$ cat config.mk
export PLATFORM = sky130hd
export DESIGN_NAME = regfile_scoreboard
export DESIGN_NICKNAME = d
export VERILOG_FILES = /design/src/rtl/regfile_scoreboard.sv
export SDC_FILE = /design/constraint.sdc
export NUM_CORES = 2
export LEC_CHECK = 0
export CAP_MARGIN = 20
export CORE_AREA = 2 2 413 374
export CTS_CLUSTER_SIZE = 12
export DETAILED_ROUTE_END_ITERATION = 6
export DIE_AREA = 0 0 415 376
export PLACE_DENSITY = 0.63
export SLEW_MARGIN = 20
export SYNTH_ARGS = -nofsm -noshare
export SYNTH_HDL_FRONTEND = slang
export SYNTH_SLANG_ARGS = --single-unit
export TNS_END_PERCENT = 30
$ cat constraint.sdc
create_clock -name clk -period 53.8 [get_ports clk]
set_input_delay 10.76 -clock clk [delete_from_list [all_inputs] [get_ports clk]]
set_output_delay 10.76 -clock clk [all_outputs]
set_load 0.02 [all_outputs]
$ cat src/rtl/regfile_scoreboard.sv
// Multi-port register file with two write ports, same-cycle write-to-read bypass
// and a per-register busy scoreboard that holds back consumers of in-flight loads.

module rf_read_port #(
  parameter int DATA_W = 32,
  parameter int ADDR_W = 5
) (
  input  logic [ADDR_W-1:0] addr,
  input  logic [DATA_W-1:0] stored,
  input  logic              busy_bit,
  input  logic              we0,
  input  logic [ADDR_W-1:0] wa0,
  input  logic [DATA_W-1:0] wd0,
  input  logic              we1,
  input  logic [ADDR_W-1:0] wa1,
  input  logic [DATA_W-1:0] wd1,
  output logic [DATA_W-1:0] data,
  output logic              busy
);
  logic hit0, hit1, nz;

  assign nz   = (addr != '0);
  assign hit1 = we1 && (wa1 == addr);
  assign hit0 = we0 && (wa0 == addr);

  // Bypass order matches write priority: the load port wins over the ALU port.
  always_comb begin
    data = '0;
    if (nz) begin
      if (hit1)      data = wd1;
      else if (hit0) data = wd0;
      else           data = stored;
    end
  end

  // A release landing this cycle is already visible through the bypass.
  assign busy = busy_bit & ~hit1 & nz;
endmodule

module regfile_scoreboard #(
  parameter int                DATA_W  = 32,
  parameter int                ADDR_W  = 5,
  parameter int                NUM_RD  = 2,
  parameter int                SP_IDX  = 29,
  parameter logic [DATA_W-1:0] SP_INIT = 32'h800
) (
  input  logic                     clk,
  input  logic                     reset,
  input  logic [NUM_RD-1:0]        rd_en,
  input  logic [NUM_RD*ADDR_W-1:0] rd_addr,
  output logic [NUM_RD*DATA_W-1:0] rd_data,
  output logic [NUM_RD-1:0]        rd_busy,
  output logic                     stall,
  input  logic                     we0,
  input  logic [ADDR_W-1:0]        wa0,
  input  logic [DATA_W-1:0]        wd0,
  input  logic                     we1,
  input  logic [ADDR_W-1:0]        wa1,
  input  logic [DATA_W-1:0]        wd1,
  input  logic                     rsv_en,
  input  logic [ADDR_W-1:0]        rsv_addr,
  output logic [ADDR_W:0]          busy_cnt
);
  localparam int DEPTH = 1 << ADDR_W;

  logic [DATA_W-1:0] regs [DEPTH];
  logic [DEPTH-1:0]  busy;
  logic [DEPTH-1:0]  busy_nxt;
  logic              rel_ok, rsv_ok, inc, dec;

  // Entry 0 is held at zero and never written, so it reads as zero for free.
  always_ff @(posedge clk or posedge reset) begin
    if (reset) begin
      for (int r = 0; r < DEPTH; r++) regs[r] <= '0;
      if (SP_IDX != 0) regs[SP_IDX] <= SP_INIT;
    end else begin
      if (we0 && wa0 != '0) regs[wa0] <= wd0;
      if (we1 && wa1 != '0) regs[wa1] <= wd1;
    end
  end

  assign rel_ok = we1 && (wa1 != '0);
  assign rsv_ok = rsv_en && (rsv_addr != '0);

  // Clear then set: a register released and re-reserved together stays busy.
  always_comb begin
    busy_nxt = busy;
    if (rel_ok) busy_nxt[wa1]      = 1'b0;
    if (rsv_ok) busy_nxt[rsv_addr] = 1'b1;
  end

  assign inc = rsv_ok && !busy[rsv_addr];
  assign dec = rel_ok && busy[wa1] && !(rsv_ok && rsv_addr == wa1);

  always_ff @(posedge clk or posedge reset) begin
    if (reset) begin
      busy     <= '0;
      busy_cnt <= '0;
    end else begin
      busy     <= busy_nxt;
      busy_cnt <= busy_cnt + {{ADDR_W{1'b0}}, inc} - {{ADDR_W{1'b0}}, dec};
    end
  end

  generate
    for (genvar i = 0; i < NUM_RD; i++) begin : g_rd
      logic [ADDR_W-1:0] a;
      assign a = rd_addr[i*ADDR_W +: ADDR_W];
      rf_read_port #(.DATA_W(DATA_W), .ADDR_W(ADDR_W)) u_rd (
        .addr    (a),
        .stored  (regs[a]),
        .busy_bit(busy[a]),
        .we0     (we0),
        .wa0     (wa0),
        .wd0     (wd0),
        .we1     (we1),
        .wa1     (wa1),
        .wd1     (wd1),
        .data    (rd_data[i*DATA_W +: DATA_W]),
        .busy    (rd_busy[i])
      );
    end
  endgenerate

  assign stall = |(rd_en & rd_busy);
endmodule
==> results.yml <==
# generated from flow reports
timing:
  holdWs_ns: 0.398
  setup_tns_ns: 0
  fin_crit_sh_pct: 49.6
  finalSetupViolations: 0
logic_synthesis:
  yosys_area_um2: 67900
  area_leaders: "dfrtp_1, mux4_2, mux2i_1, a21oi_1, nor2_1"
  edf_count: 0
  ys_seq_share_pct: 39.1
  top_cell_area_share_pct: 39.1
  syn-cell-area_um2: 67900
  fp_nets: 6858
  fa_ha_area_share_pct: 0.140
power:
  p_seq_share_pct: 41.3
  p_switching_uw: 935
  combPwrFrac_pct: 27.4
final_layout:
  utilization_pct: 49.4
  syn_to_final_growth_pct: 10.4
  signal_buffers: 370
  fin_area_um2: 75000
  drive_gt1_share_pct: 16.5
status:
  outcome: "completed"
routing:
  post-route-drc-count: 0
  dr.pass1.iters: 6
placement:
  gp_congestion: 0.969
  place_hpwl_um: 168000
worst_setup_path:
  cpPeakStageDelay_ns: 1.13
clock_tree:
  post_cts_buffers: 0
global_route:
  busiest_layer: "met2"
Fig. 1: cells by drive strength
The bar under the picture is 100 um long.
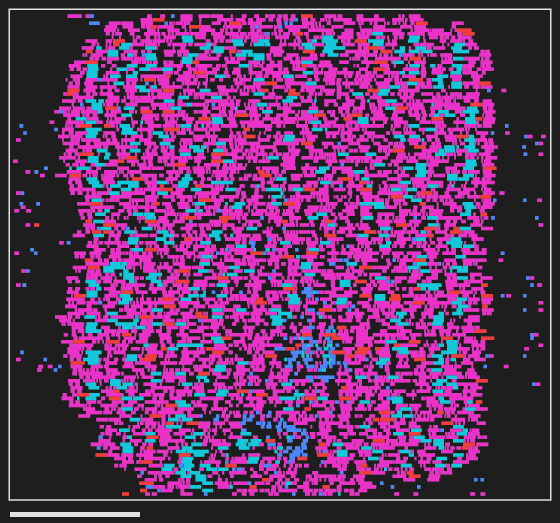
legend:
  red:
    size: _6 and larger
    cells: 210
    most_used: clkbuf_16
  magenta:
    size: _0 and _1 cells
    cells: 5414
    most_used: dfrtp_1
  cyan:
    size: _2 cells
    cells: 603
    most_used: mux4_2
  blue:
    size: _3 and _4 cells
    cells: 253
    most_used: buf_4

Fig. 2: M2 wires
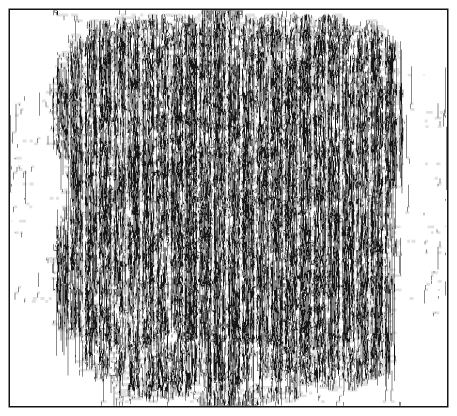
longest straight run: 129 um
nets with wire on the layer: 4743

Power figures rest on the tool's default switching activity, not on a simulated workload.
